`config.mk`:
```
export PLATFORM = sky130hd
export DESIGN_NAME = ci_cmd_framer_flat
export DESIGN_NICKNAME = d
export VERILOG_FILES = /design/src/rtl/ci_cmd_framer_if.sv /design/src/rtl/ci_cmd_framer.sv /design/src/flat_wrapper.sv
export SDC_FILE = /design/constraint.sdc
export NUM_CORES = 1
export LEC_CHECK = 0
export ABC_AREA = 0
export CELL_PAD_IN_SITES_DETAIL_PLACEMENT = 1
export CELL_PAD_IN_SITES_GLOBAL_PLACEMENT = 1
export CORE_MARGIN = 3
export CORE_UTILIZATION = 35
export DETAILED_ROUTE_END_ITERATION = 12
export GPL_TIMING_DRIVEN = 0
export PLACE_DENSITY_LB_ADDON = 0.25
export SLEW_MARGIN = 10
export SYNTH_ARGS = -nofsm -noshare
export SYNTH_HDL_FRONTEND = slang
export SYNTH_SLANG_ARGS = --single-unit
```
`constraint.sdc`:
```
create_clock -name clk -period 2.7 [get_ports clk]
set_input_delay 0.54 -clock clk [delete_from_list [all_inputs] [get_ports clk]]
set_output_delay 0.54 -clock clk [all_outputs]
set_load 0.02 [all_outputs]
```
`src/rtl/ci_cmd_framer_if.sv`:
```
// UART-side byte interface of the CI command framer.
// master: the UART receiver/transmitter pair; slave: the framer.
interface ci_cmd_framer_if;
  logic       rx_valid;
  logic [7:0] rx_data;
  logic       rx_break;
  logic       tx_busy;
  logic       tx_en;
  logic [7:0] tx_data;

  modport master (
    output rx_valid, rx_data, rx_break, tx_busy,
    input  tx_en, tx_data
  );

  modport slave (
    input  rx_valid, rx_data, rx_break, tx_busy,
    output tx_en, tx_data
  );
endinterface

```
`src/rtl/ci_cmd_framer.sv`:
```
// Framed command parser: validates {A5, OPC, ARG, CHK} frames from the UART,
// drives SoC clock gate / reset / tx-rx muxing, and answers each completed
// frame with a single ACK, NAK or status byte.
module ci_cmd_framer #(
  parameter int unsigned CLK_HZ         = 27000000,
  parameter int unsigned TIMEOUT_CYCLES = CLK_HZ / 10,
  parameter int unsigned RESET_SCALE    = 16
) (
  input  logic           clk,
  input  logic           resetn,
  ci_cmd_framer_if.slave bus,
  output logic           soc_clk_en,
  output logic           soc_reset,
  output logic           tx_sel,
  output logic           rx_gate,
  output logic           frame_err
);

  localparam int unsigned TW   = $clog2(TIMEOUT_CYCLES + 1);
  localparam int unsigned PW   = $clog2(256 * RESET_SCALE + 1);
  localparam logic [7:0]  SYNC = 8'hA5;
  localparam logic [7:0]  ACK  = 8'h06;
  localparam logic [7:0]  NAK  = 8'h15;

  typedef enum logic [2:0] {S_IDLE, S_OPC, S_ARG, S_CHK, S_RESP} state_t;

  state_t        state, state_n;
  logic [7:0]    opc, opc_n;
  logic [7:0]    arg, arg_n;
  logic [TW-1:0] tmo_cnt;
  logic [PW-1:0] pulse_cnt, pulse_n;
  logic          clk_en_n, sel_n, gate_n, err_n, tx_en_n;
  logic [7:0]    tx_data_n;
  logic          in_frame, tmo_hit;

  assign in_frame = (state == S_OPC) || (state == S_ARG) || (state == S_CHK);
  // The idle counter would reach TIMEOUT_CYCLES on this edge.
  assign tmo_hit  = in_frame && !bus.rx_valid && (tmo_cnt == TW'(TIMEOUT_CYCLES - 1));

  // State register.
  always_ff @(posedge clk or negedge resetn) begin
    if (!resetn) state <= S_IDLE;
    else         state <= state_n;
  end

  // Next-state, frame execution and next output values.
  always_comb begin
    state_n   = state;
    opc_n     = opc;
    arg_n     = arg;
    clk_en_n  = soc_clk_en;
    sel_n     = tx_sel;
    gate_n    = rx_gate;
    pulse_n   = (pulse_cnt != '0) ? pulse_cnt - 1'b1 : '0;
    err_n     = 1'b0;
    tx_en_n   = 1'b0;
    tx_data_n = bus.tx_data;
    case (state)
      S_IDLE: begin
        if (bus.rx_valid && (bus.rx_data == SYNC)) state_n = S_OPC;
      end
      S_OPC, S_ARG, S_CHK: begin
        if (bus.rx_break || tmo_hit) begin
          state_n = S_IDLE;
          err_n   = 1'b1;
        end else if (bus.rx_valid) begin
          if (state == S_OPC) begin
            opc_n   = bus.rx_data;
            state_n = S_ARG;
          end else if (state == S_ARG) begin
            arg_n   = bus.rx_data;
            state_n = S_CHK;
          end else begin
            state_n = S_RESP;
            if ((bus.rx_data == (opc ^ arg ^ SYNC)) && (opc <= 8'h08)) begin
              case (opc[3:0])
                4'h0: clk_en_n = 1'b0;
                4'h1: clk_en_n = 1'b1;
                4'h2: pulse_n  = PW'({1'b0, arg} + 9'd1) * PW'(RESET_SCALE);
                4'h3: pulse_n  = '0;
                4'h4: sel_n    = 1'b0;
                4'h5: sel_n    = 1'b1;
                4'h6: gate_n   = 1'b0;
                4'h7: gate_n   = 1'b1;
                default: ;
              endcase
              // Status reflects the control values as they stand after this edge.
              tx_data_n = (opc == 8'h08) ?
                          {1'b1, 3'b000, (pulse_n != '0), gate_n, sel_n, clk_en_n} : ACK;
            end else begin
              tx_data_n = NAK;
              err_n     = 1'b1;
            end
          end
        end
      end
      S_RESP: begin
        if (!bus.tx_busy) begin
          tx_en_n = 1'b1;
          state_n = S_IDLE;
        end
      end
      default: state_n = S_IDLE;
    endcase
  end

  // Registered datapath and outputs; no input reaches an output combinationally.
  always_ff @(posedge clk or negedge resetn) begin
    if (!resetn) begin
      opc         <= '0;
      arg         <= '0;
      tmo_cnt     <= '0;
      pulse_cnt   <= '0;
      soc_clk_en  <= 1'b1;
      soc_reset   <= 1'b0;
      tx_sel      <= 1'b0;
      rx_gate     <= 1'b0;
      frame_err   <= 1'b0;
      bus.tx_en   <= 1'b0;
      bus.tx_data <= '0;
    end else begin
      opc         <= opc_n;
      arg         <= arg_n;
      tmo_cnt     <= (in_frame && !bus.rx_valid && (state_n == state)) ? tmo_cnt + 1'b1 : '0;
      pulse_cnt   <= pulse_n;
      soc_clk_en  <= clk_en_n;
      soc_reset   <= (pulse_n != '0);
      tx_sel      <= sel_n;
      rx_gate     <= gate_n;
      frame_err   <= err_n;
      bus.tx_en   <= tx_en_n;
      bus.tx_data <= tx_data_n;
    end
  end

endmodule

```
`src/flat_wrapper.sv`:
```
// flat-port wrapper written by rule: the top's interface ports become plain ports
module ci_cmd_framer_flat 
#(
  parameter int unsigned CLK_HZ         = 27000000,
  parameter int unsigned TIMEOUT_CYCLES = CLK_HZ / 10,
  parameter int unsigned RESET_SCALE    = 16
)
  (clk, resetn, soc_clk_en, soc_reset, tx_sel, rx_gate, frame_err, bus_rx_valid, bus_rx_data, bus_rx_break, bus_tx_busy, bus_tx_en, bus_tx_data);
  ci_cmd_framer_if bus_i ();
  input  logic clk;
  input  logic resetn;
  output logic soc_clk_en;
  output logic soc_reset;
  output logic tx_sel;
  output logic rx_gate;
  output logic frame_err;
  input wire logic [$bits(bus_i.rx_valid)-1:0] bus_rx_valid;
  input wire logic [$bits(bus_i.rx_data)-1:0] bus_rx_data;
  input wire logic [$bits(bus_i.rx_break)-1:0] bus_rx_break;
  input wire logic [$bits(bus_i.tx_busy)-1:0] bus_tx_busy;
  output wire logic [$bits(bus_i.tx_en)-1:0] bus_tx_en;
  output wire logic [$bits(bus_i.tx_data)-1:0] bus_tx_data;
  assign bus_i.rx_valid = bus_rx_valid;
  assign bus_i.rx_data = bus_rx_data;
  assign bus_i.rx_break = bus_rx_break;
  assign bus_i.tx_busy = bus_tx_busy;
  assign bus_tx_en = bus_i.tx_en;
  assign bus_tx_data = bus_i.tx_data;
  ci_cmd_framer #(.CLK_HZ(CLK_HZ), .TIMEOUT_CYCLES(TIMEOUT_CYCLES), .RESET_SCALE(RESET_SCALE)) u_core (.clk(clk), .resetn(resetn), .bus(bus_i), .soc_clk_en(soc_clk_en), .soc_reset(soc_reset), .tx_sel(tx_sel), .rx_gate(rx_gate), .frame_err(frame_err));
endmodule
```
### Met1 routing

Scale bar: 20 um.
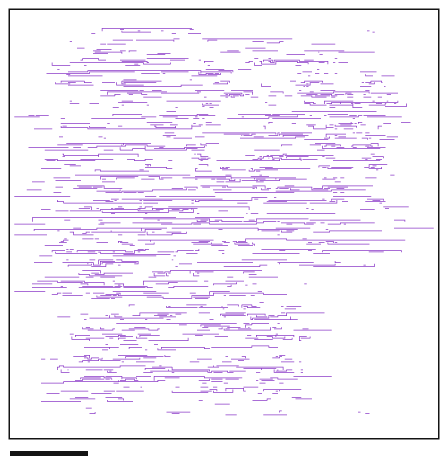
405 nets have wire on it. The layer carries 4460 um of wire. The wires run mostly horizontal. The layer holds 50% of the routed length.
M1 GR Usage: 0.234
Post-Route WL: 8940 um
vias: 2872

### Metal 2

Scale bar: 20 um. Cells faint in the background.
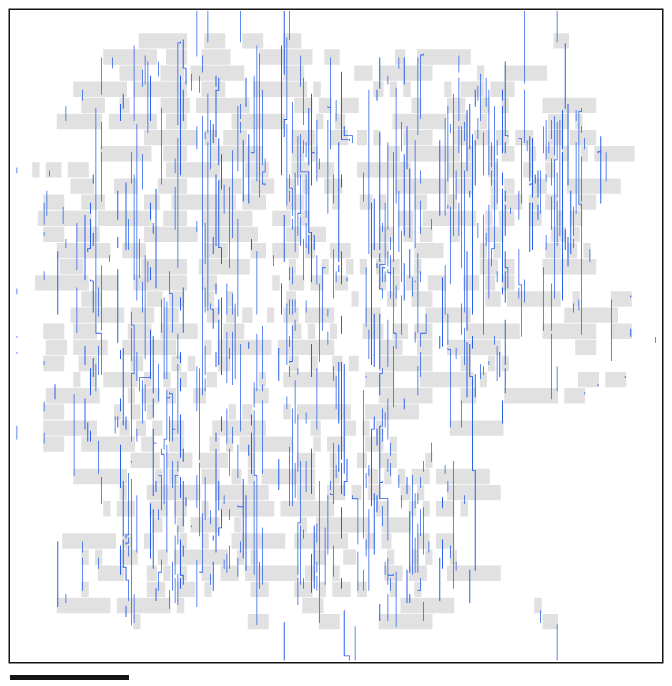
The longest straight run is 46.9 um. 390 nets have wire on it. The layer holds 46% of the routed length. The layer carries 4130 um of wire.
met2 Use GR: 0.257

### M3 wires

Scale bar: 20 um. Cells faint in the background.
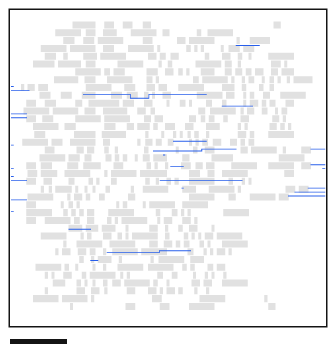
The wires run mostly horizontal. The layer holds 2.8% of the routed length. The layer carries 248 um of wire. 21 nets have wire on it.
GRT met3 Usage: 0.0370

### Routing congestion map

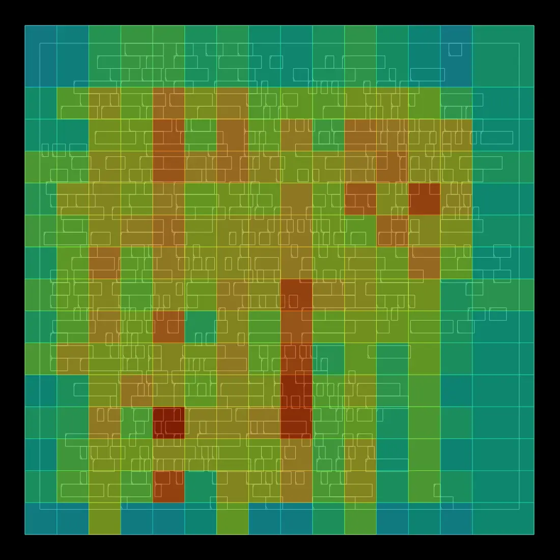
Top Usage Layer GRT: met2
Final Core Density: 0.429
Total Routing Usage GR: 0.167
per-cell routed wire length: 16.1 um

==> results.json <==
{
  "cp_top_family": "simple AND/OR/NAND/NOR gates",
  "insertion_delay_ps": 350,
  "xor_share": 0.129,
  "min_period_ps": 2680,
  "n_fill_cell": 1196,
  "synth-adder-area-share": 0.00993,
  "vias_per_cell": 5.17,
  "rows": 37,
  "cts_sinks": 66,
  "cts_tree": "yes",
  "coreArea_um2": 10400,
  "required_ps": 2900,
  "yosys.area_share.simple": 0.233,
  "netlist_area_um2": 3780,
  "ys_sh_mux": 0.0649,
  "synth-edff-count": 0,
  "leakage_nw": 1.79,
  "final_common_cell": "dfrtp_1",
  "synth-seq-cells": 66,
  "cts-root-buf": "clkbuf_8",
  "synth_seq_share": 0.437,
  "clkTransAtPathRegs_ps": 70,
  "synth_cells": 374,
  "crit_slowest_cell": "clkdlybuf4s50_1",
  "synth.cellmix.compoundShare": 0.0811,
  "grt_setup_unrepaired": "yes",
  "cts_hold_buf": 0,
  "area_growth_pct": 18.3,
  "power_density_nw_per_um2": 444,
  "drc": 0,
  "ys_cells": 374,
  "numCtsBuffers": 9,
  "startpoint_type": "input port",
  "grt_max_degree": 41,
  "place_inst": 536,
  "cp_max_fo": 4,
  "ys_top_logic_family": "simple AND/OR/NAND/NOR gates",
  "yosys_area_um2": 3780,
  "warnings": 27,
  "skew_ps": 9.93,
  "synthArstFlopShare": 1.00,
  "fin_cells": 556,
  "cts-root-to-sink-buffers": 2,
  "cpPeakStageDelay_ps": 540,
  "cts-htree-levels": 3,
  "slew_violations": 0,
  "cp.buffers_inverters": 1,
  "ir_worst_vdd_v": 0.000235,
  "p_total_w": 0.00199,
  "antenna_left": 0,
  "outcome": "finished, final reports clean",
  "first_global_vias": 3034,
  "drt_pass1_iterations": 4,
  "cts_resized": 3,
  "synth.avg_cell_area_um2": 10.1,
  "worst_ep_arrival_time_ps": 2880,
  "drive_gt1_frac": 0.188,
  "synth_warnings": 0,
  "worstMarginPinSlew_ps": 523,
  "hold_viol_final": 0,
  "overflow": 0,
  "dieWidth_um": 110,
  "crit_chain": "clkdlybuf4s50_1, xnor3_2, nor4_4, nand3_4, o31ai_4, o22ai_1, nor3_1, nand4_1",
  "slew_headroom": 0.648,
  "drv_cap": 0,
  "gp_congestion": 0.781,
  "drt_iter0_drc": 107,
  "ioPinCount": 27,
  "yosysUniqueCellTypes": 62,
  "grt_pass1_wl_um": 15500,
  "synthFlopType": "dfrtp_1",
  "worstSetupPathType": "in2reg",
  "finalSetupViolCount": 0,
  "io_buffers": 24,
  "antenna_found_initial": 0,
  "fp-utilization": 0.363,
  "hold_class": "in2async",
  "fin_setup_tns_ps": 0,
  "period_used_share": 0.992,
  "worstSetupEndpointType": "flop"
}
[worst register-to-register path: stages, from the launching register on]
cell and delay (ps):
dfrtp_1 460, inv_1 90, ha_1 200, nor3b_4 360
nand2_1 140, or4_1 570, o31ai_4 120, o22ai_1 160
nor3_1 200, nand4_1 150
[where the power goes]
part	internal (W)	leakage, nW	switching, W	total, W
logic	0.0000600	0.812	0.0000644	0.000124
registers	0.000993	0.871	0.00000380	0.000997
clock network	0.000472	0.105	0.000392	0.000864
total	0.00152	1.79	0.000460	0.00199
[cell families after synthesis]
group / after synthesis
compound gates: 45
xor+xnor: 42
fa+ha+maj: 3
buf+inv: 29
flops: 66
mux: 22
other cells: 1
simple gates: 166
[metrics by stage]
step | setup WS (ps) | instance area, um^2 | util | hold WS [ps]
2_1_floorplan | 416 | 3780 | - | 244
3_5_place_dp | -594 | 4210 | 0.404 | 483
3_3_place_gp | -1300 | 4190 | 0.403 | 493
6_report | 22.9 | 4470 | 0.429 | 95.9
4_1_cts | 5.24 | 4460 | 0.428 | 91.6
5_1_grt | -89.5 | 4470 | 0.429 | 103
[flip-flops by register name, summed over array words and instances, names as in the netlist, 3 cells and up]
| name | count |
|---|---|
| u_core.pulse_cnt | 13 |
| u_core.state | 3 |
| u_core.tmo_cnt | 22 |
| u_core.arg | 8 |
| u_core.opc | 8 |
| u_core.bus.tx_data | 6 |
[final timing paths]
check                                                        from                           endpoint  cells after the start
worst max-delay path                               bus_rx_data[0]         u_core.soc_reset$_DFF_PN0_                      8
worst min-delay path                                       resetn      u_core.pulse_cnt[1]$_DFF_PN0_                      1
worst max register to register      u_core.pulse_cnt[0]$_DFF_PN0_         u_core.soc_reset$_DFF_PN0_                      9
worst min register to register  u_core.bus.tx_data[7]$_DFFE_PN0P_  u_core.bus.tx_data[7]$_DFFE_PN0P_                      1
max in group asynchronous                                  resetn          u_core.opc[1]$_DFFE_PN0P_                      2
min in group clk                u_core.bus.tx_data[7]$_DFFE_PN0P_  u_core.bus.tx_data[7]$_DFFE_PN0P_                      1
[Yosys cell counts (all sizes together), types with 5 or more instances]
master | number | share of area
inv | 12 | 0.012
clkbuf | 6 | 0.0066
or4 | 5 | 0.0099
a21oi | 6 | 0.0079
nor2 | 55 | 0.055
buf | 11 | 0.024
xnor2 | 19 | 0.044
nor4 | 6 | 0.018
nand4 | 7 | 0.012
xor2 | 15 | 0.035
nand2 | 34 | 0.034
o31ai | 8 | 0.021
o21ai | 12 | 0.016
dfrtp | 65 | 0.43
mux2 | 20 | 0.060
o22ai | 5 | 0.0083
nand3 | 24 | 0.034
nor3 | 13 | 0.023
[layer usage]
layer / global-route usage / share of wire
met5: 0 / 0
met4: 0.0481 / 0.011
met3: 0.0370 / 0.028
met2: 0.257 / 0.46
met1: 0.234 / 0.50
[cell type report]
cell class	instances	area, um^2	share of cell area
well taps	136	170	0.0381
inverters	12	45.0	0.0101
repair buffers	29	287	0.0641
multi-input cells	280	1990	0.446
flip-flops and latches	66	1650	0.370
clock buffers	11	151	0.0339
plain buffers	17	120	0.0269
clock inverters	5	52.6	0.0118
Power figures rest on the tool's default switching activity, not on a simulated workload.
